**src/rtl/morse_playback_scheduler.sv**
```systemverilog
// Morse playback scheduler: snapshots up to eight character entries and drives the
// buzzer with unit-timed dots, dashes, symbol gaps, character gaps and word spaces.
module morse_playback_scheduler #(
  parameter int unsigned UNIT_CYCLES = 25_000_000
) (
  input  logic        clk,
  input  logic        rst,
  input  logic        en,
  input  logic        start,
  input  logic [3:0]  char_count,
  input  logic [63:0] char_buf,
  input  logic [1:0]  speed_sel,
  output logic        beep,
  output logic        busy,
  output logic        done,
  output logic [2:0]  cur_index
);

  typedef enum logic [2:0] {
    S_IDLE, S_LOAD, S_TONE, S_SYM_GAP, S_SPACE, S_CHAR_GAP, S_DONE
  } state_t;

  state_t      state_q, state_d;
  logic [63:0] buf_q;
  logic [3:0]  n_q;
  logic [31:0] unit_q;
  logic [2:0]  index_q;
  logic [2:0]  rem_q;
  logic [4:0]  sym_q;
  logic [31:0] cnt_q;

  logic [3:0]  n_clamp;
  logic [31:0] unit_calc;
  logic [31:0] unit3;
  logic [31:0] unit4;
  logic [7:0]  entry;
  logic [2:0]  entry_len;
  logic        last_entry;
  logic        cnt_zero;

  assign n_clamp    = (char_count > 4'd8) ? 4'd8 : char_count;
  assign unit_calc  = UNIT_CYCLES * ({30'd0, speed_sel} + 32'd1);
  assign unit3      = unit_q + (unit_q << 1);
  assign unit4      = unit_q << 2;
  assign entry      = buf_q[{index_q, 3'b000} +: 8];
  assign entry_len  = (entry[7:5] > 3'd5) ? 3'd5 : entry[7:5];
  assign last_entry = ({1'b0, index_q} == (n_q - 4'd1));
  assign cnt_zero   = (cnt_q == 32'd0);

  // start is a level request sampled every cycle, honoured only in IDLE with en high;
  // there is no ready/acknowledge, busy simply masks further requests.
  always_comb begin
    state_d = state_q;
    case (state_q)
      S_IDLE:     if (en && start) state_d = (n_clamp == 4'd0) ? S_DONE : S_LOAD;
      S_LOAD:     state_d = (entry_len == 3'd0) ? S_SPACE : S_TONE;
      S_TONE: begin
        if (cnt_zero) begin
          if (rem_q != 3'd0)    state_d = S_SYM_GAP;
          else if (!last_entry) state_d = S_CHAR_GAP;
          else                  state_d = S_DONE;
        end
      end
      S_SYM_GAP:  if (cnt_zero) state_d = S_TONE;
      S_SPACE:    if (cnt_zero) state_d = last_entry ? S_DONE : S_CHAR_GAP;
      S_CHAR_GAP: if (cnt_zero) state_d = S_LOAD;
      S_DONE:     state_d = S_IDLE;
      default:    state_d = S_IDLE;
    endcase
    if (!en) state_d = S_IDLE;
  end

  always_ff @(posedge clk) begin
    if (rst) begin
      state_q <= S_IDLE;
      buf_q   <= 64'd0;
      n_q     <= 4'd0;
      unit_q  <= 32'd0;
      index_q <= 3'd0;
      rem_q   <= 3'd0;
      sym_q   <= 5'd0;
      cnt_q   <= 32'd0;
    end else begin
      state_q <= state_d;
      case (state_q)
        S_IDLE: begin
          if (en && start && (n_clamp != 4'd0)) begin
            buf_q   <= char_buf;
            n_q     <= n_clamp;
            unit_q  <= unit_calc;
            index_q <= 3'd0;
          end
        end
        S_LOAD: begin
          sym_q <= entry[4:0];
          rem_q <= entry_len - 3'd1;
          if (entry_len == 3'd0) cnt_q <= unit4 - 32'd1;
          else                   cnt_q <= entry[4] ? (unit3 - 32'd1) : (unit_q - 32'd1);
        end
        S_TONE: begin
          if (!cnt_zero)            cnt_q <= cnt_q - 32'd1;
          else if (rem_q != 3'd0)   cnt_q <= unit_q - 32'd1;
          else                      cnt_q <= unit3 - 32'd1;
        end
        // The symbol register shifts left so the next symbol always sits at bit 3.
        S_SYM_GAP: begin
          if (!cnt_zero) cnt_q <= cnt_q - 32'd1;
          else begin
            rem_q <= rem_q - 3'd1;
            sym_q <= {sym_q[3:0], 1'b0};
            cnt_q <= sym_q[3] ? (unit3 - 32'd1) : (unit_q - 32'd1);
          end
        end
        S_SPACE: begin
          if (!cnt_zero) cnt_q <= cnt_q - 32'd1;
          else           cnt_q <= unit3 - 32'd1;
        end
        S_CHAR_GAP: begin
          if (!cnt_zero) cnt_q <= cnt_q - 32'd1;
          else           index_q <= index_q + 3'd1;
        end
        default: ;
      endcase
    end
  end

  assign beep      = (state_q == S_TONE);
  assign busy      = (state_q == S_LOAD) || (state_q == S_TONE) || (state_q == S_SYM_GAP) ||
                     (state_q == S_SPACE) || (state_q == S_CHAR_GAP);
  assign done      = (state_q == S_DONE);
  assign cur_index = busy ? index_q : 3'd0;

endmodule

```
**config.mk**
```make
export PLATFORM = sky130hd
export DESIGN_NAME = morse_playback_scheduler
export DESIGN_NICKNAME = d
export VERILOG_FILES = /design/src/rtl/morse_playback_scheduler.sv
export SDC_FILE = /design/constraint.sdc
export NUM_CORES = 1
export LEC_CHECK = 0
export CORE_AREA = 2 2 192 100
export CTS_CLUSTER_DIAMETER = 40
export DETAILED_ROUTE_END_ITERATION = 10
export DIE_AREA = 0 0 194 102
export PLACE_DENSITY = 0.81
export SYNTH_ARGS = -nofsm -noshare
export SYNTH_HDL_FRONTEND = slang
export SYNTH_SLANG_ARGS = --single-unit
```
**constraint.sdc**
```tcl
create_clock -name clk -period 3.25 [get_ports clk]
set_clock_uncertainty 0.05 [all_clocks]
set_input_delay 0.65 -clock clk [delete_from_list [all_inputs] [get_ports clk]]
set_output_delay 0.65 -clock clk [all_outputs]
set_load 0.02 [all_outputs]
```
Fig. 1: selected gate families
Drawn at 3 px/um.
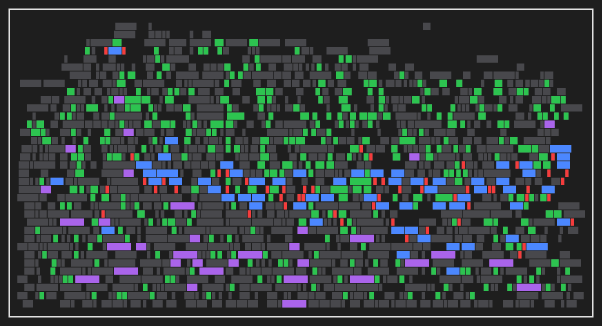
mux cells: shown in purple, cells 33. aoi and oai cells: shown in green, cells 334, where widely spread. inv cells: shown in red, cells 54, where a horizontal strip, middle. fa/ha/maj cells: shown in blue, cells 61, where a horizontal strip, middle.
most used logic cell in the final layout: sky130_fd_sc_hd__nand2_1
number of standard cells in the final layout excluding fillers: 1664
multi-input gate share of the layout cell area: 55.3%

Fig. 2: zoomed window
Window x 77 to 117, y 51 to 91 um. Cells in gray, sequential cells in the stronger gray; small squares are vias.
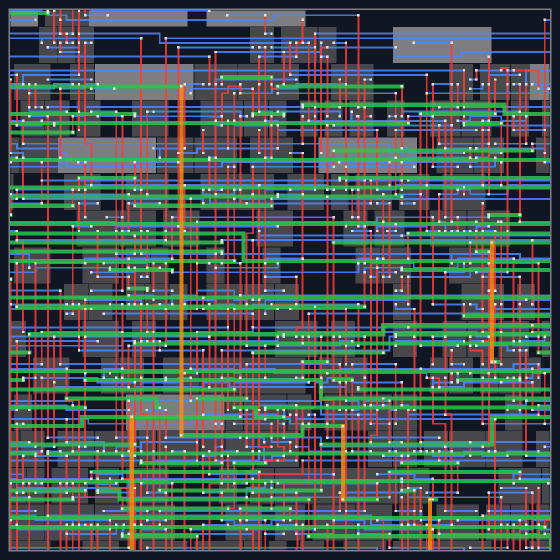
M1: shown in blue. M3: shown in green. M2: shown in red. M4: shown in orange.
Netlist names of flops here include cnt_q (5). Sequential cells in the window: 5. 141 logic cells have their middle in the window. Most frequent: buf_4 (18), nand2_1 (17), nor2_1 (15).

Fig. 3: sequential cells grouped by signal name
Drawn at 3 px/um. Other sequential cells in the stronger gray, the rest of the logic in the fainter gray.
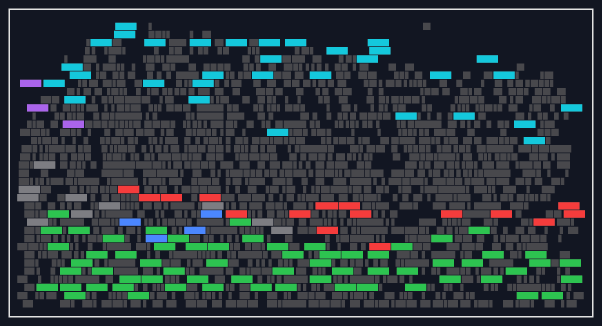
unit_q: shown in red, placed flops 16. cnt_q: shown in cyan, placed flops 32, where a horizontal strip, top. buf_q: shown in green, placed flops 64, where a horizontal strip, bottom. state_q: shown in purple, placed flops 3. sym_q: shown in blue, placed flops 4.
proportion of cell area occupied by registers: 21.8%
post-layout util: 65.7%
sequential cell area in the final layout: 2580 um2
reported sequential group power: 1.74 mW

==> flow_summary.ini <==
; physical design summary
[synthesis]
syn_avg_cell_area_um2 = 7.45
enable_flop_cells = 0
floorplan.nets = 1421
netlist_instances = 1286
synth-cells-yosys = 1286
seq_area_frac_synth_pct = 26.9
synthesis_stage_register_bit_count = 129
postSynth.topFlopCell = sky130_fd_sc_hd__dfxtp_1
synth.yosys.chip_area_um2 = 9590
netlist_area_um2 = 9590
async_set_or_reset_flop_fraction_in_the_synthesized_netlist_pct = 0
yosysWarningCount = 0
synth_unique_cells = 77

[clocking]
worst_setup_hold_path_clk_slew_ns = 0.07
maximum_buffer_depth_of_the_clock_tree = 2
cts-buffers-inserted = 17
tritoncts = built
cts_root_buffer = sky130_fd_sc_hd__clkbuf_16
clock_insertion_delay_worst_skew_ns = 0.44
cts_num_sinks = 129
htree_levels = 4

[setup_path]
r2r_start = unit_q[7]
worst_path_dominant_cell_family = AND-OR/OR-AND gates
critPathLaunch = unit_q[7]
worst-endpoint-arrival_ns = 3.40
crit_slowest_cell = sky130_fd_sc_hd__fa_1
regToRegEndpoint = cnt_q[30]
timing.critical_path.cells = inv_1, ha_1, inv_1, fa_1, and3b_1, o31a_1, o211ai_1, buf_4, a211oi_4, o22ai_2, a311o_1, nand3_1, a31oi_1
timing_worst_setup_path_type = flop to flop
timing.critical_path.buf_inv = 3
rrSetupSlack_ns = 0.08
cp_slowest_stage_delay_ns = 0.51
worst_r2r_path_depth = 13
cp_num_cells = 13
critical_path_end = cnt_q[30]
endpoint_kind = flop
timing.critical_path.from_type = flop
worst-endpoint-required_ns = 3.48
critical_path.max_fanout = 4
cell_type_with_the_highest_occurrence_count_on_the_critical_path = sky130_fd_sc_hd__inv_1

[placed_design]
gp_congestion = 1.05
hpwl_um = 26400
cell_area_after_placement_um2 = 11200
port_buffers = 79

[layout]
max_flop_register = buf_q
post-route-cell-area_um2 = 11800
diodes = 0
area_growth_syn_to_layout_pct = 23.6
final_layout_size_suffix_gt1_share_pct = 13.6
final_nets = 1546
final.fill_count = 1521
flip_flop_count_of_the_largest_register_all_copies_and_words_added = 64
largest_registers = buf_q: 64 flops, cnt_q: 32 flops, unit_q: 16 flops

[floorplanning]
num_rows = 35
coreArea_um2 = 18000
fp-utilization_pct = 53.1
design.portCount = 80
die-area_um2 = 19800
floorplan.die.width_um = 194
die_y_um = 102

[grt]
grt_util_all_layers_pct = 35.9
grt_antenna_before_repair = 0
largest_net_degree_at_the_start_of_global_routing = 81
grt_first_pass_wirelength_um = 55100
gr-total-overflow = 0
first_global_vias = 9912

[worst_hold_path]
hold_path_startpoint = buf_q[25]
worst_hold_path_depth = 2
hold_path_end = buf_q[25]
worstHoldPathType = flop to flop

[timing]
tns_ns = 0
finalCriticalPeriod_ns = 3.17
tightest_slew_ns = 1.10
timing.hold.ws_ns = 0.405
hold_viol_final = 0
timing.final.crit_share_pct = 97.5
max_slew_violation_count = 0
slew_headroom_pct = 26.3
finalSetupViolCount = 0
maximum_operating_frequency_ghz = 0.316
rsz_0062_raised_after_global_routing = true

[outcome]
status = completed

[route]
drtPass1Iterations = 8
vias = 10573
drtAntennaViolNets = 0
viasPerCell = 6.35
drt_iter0_markers = 1600
totalWireLength_um = 35200
drc = 0

[job]
warning_count = 49
cap_viol_max_count = 0

[power_and_ir_drop]
pwr_density_cell_nw_per_um2 = 524
leakage_power_total_nw = 4.61
peakVddDrop_mv = 0.420
Fig. 4: metal 2
Drawn at 2 px/um. Cells faint in the background.
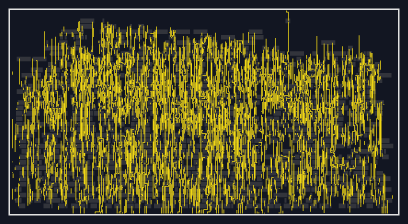
The wires run mostly vertical. The layer holds 37% of the routed length. The layer carries 13000 um of wire. 1271 nets have wire on it. The longest straight run is 39.6 um.

Fig. 5: track usage over the die
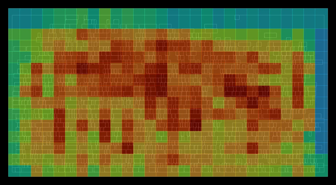
GR met2 Demand/Resource: 47.7%
wire length per cell after detailed routing: 21.1 um
busiest layer in global routing: met1

==> report_power, final <==
group | leakage, nW | total, mW | switching (mW) | internal, mW
registers | 1.05 | 1.74 | 0.0756 | 1.67
logic | 3.27 | 2.47 | 1.49 | 0.982
clock network | 0.287 | 2.00 | 0.907 | 1.09
==> per-layer routing <==
metal	wire [um]	part of all wire, %	global-route usage, %	vias to the layer above
met5	0	0	0	-
met4	502	1.4	7.81	0
met3	5580	16	12.7	70
met2	13000	37	47.7	740
met1	16100	46	54.2	4920
li1	-	-	-	4843
==> cells in the mapped netlist (all sizes together) (4+ instances only) <==
cell type  number  area, um2
a2111oi         4       35.0
inv            54        203
o41ai           5       43.8
buf            17        106
nand3b         10       75.1
or3             8       50.1
nor4           21        174
o31ai           5       37.5
nor2b           9       56.3
o22ai          13       81.3
a211oi         31        233
nand3          26        130
mux2i          15        150
nand4           9       71.3
a21o            7       52.6
nand2b         11       68.8
a22oi           4       30.0
a311oi          7       61.3
and2           10       62.6
clkbuf         63        236
nand4b          4       35.0
a31oi          11       68.8
nor3           28        151
nand2         218        818
and3b           4       35.0
nor3b           4       30.0
o21ai          74        382
a21oi         145        726
a221oi          8       70.1
mux4           16        360
dfxtp         129       2580
o211ai          6       45.0
xor2           18        158
ha             58        726
a21boi          5       37.5
and3            7       45.1
xnor2          42        368
nor2          124        465
or4             6       45.0
==> what timing repair did <==
action,in CTS,in global routing
hold buffers,0,0
pin swaps,0,4
setup endpoints to repair,3,14
gates resized,2,23
endpoints found under the hold margin,0,0
buffers inserted,0,1
==> cells in the final DEF (no fill, tap or decap), types with 41 or more instances in the layout <==
cell type / synthesis / final
sky130_fd_sc_hd__inv_1: 54 / 52
sky130_fd_sc_hd__o21ai_0: 73 / 70
sky130_fd_sc_hd__xnor2_1: 42 / 41
sky130_fd_sc_hd__buf_4: 0 / 106
sky130_fd_sc_hd__clkdlybuf4s50_1: 0 / 78
sky130_fd_sc_hd__ha_1: 58 / 55
sky130_fd_sc_hd__nand2_1: 218 / 218
sky130_fd_sc_hd__a21oi_1: 145 / 144
sky130_fd_sc_hd__nor2_1: 124 / 123
sky130_fd_sc_hd__dfxtp_1: 129 / 128
==> through the flow <==
| step | power, mW | std cells | worst slack (ns) |
|---|---|---|---|
| after floorplan | 3.21 | 1286 | 0.0765 |
| after global placement | 4.02 | 1631 | 0.0774 |
| after detailed placement | 4.05 | 1631 | -0.0443 |
| after CTS | 6.03 | 1663 | 0.00332 |
| after global routing | 6.44 | 1664 | -0.0315 |
| final | 6.21 | 1664 | 0.0813 |
==> cells by family after synthesis <==
group	count (synthesis)	synth area share (%)
muxes	33	5.56
adders and majority gates	61	8.20
xor gates and xnor gates	60	5.48
other	1	0.0391
DFF	129	26.9
and+or+nand+nor	507	24.8
buffers and inverters	134	5.69
AOI/OAI and AO/OA	361	23.3
==> area by class of cell <==
type                    instances  area, um2  share of cell area [%]
multi-input cells            1023       6550                    55.3
clock inverters                15        166                    1.40
clock buffers                  17        425                    3.59
flip-flops and latches        129       2580                    21.8
repair buffers                186       1620                    13.6
well taps                     240        300                    2.53
inverters                      54        203                    1.71
Power figures rest on the tool's default switching activity, not on a simulated workload.
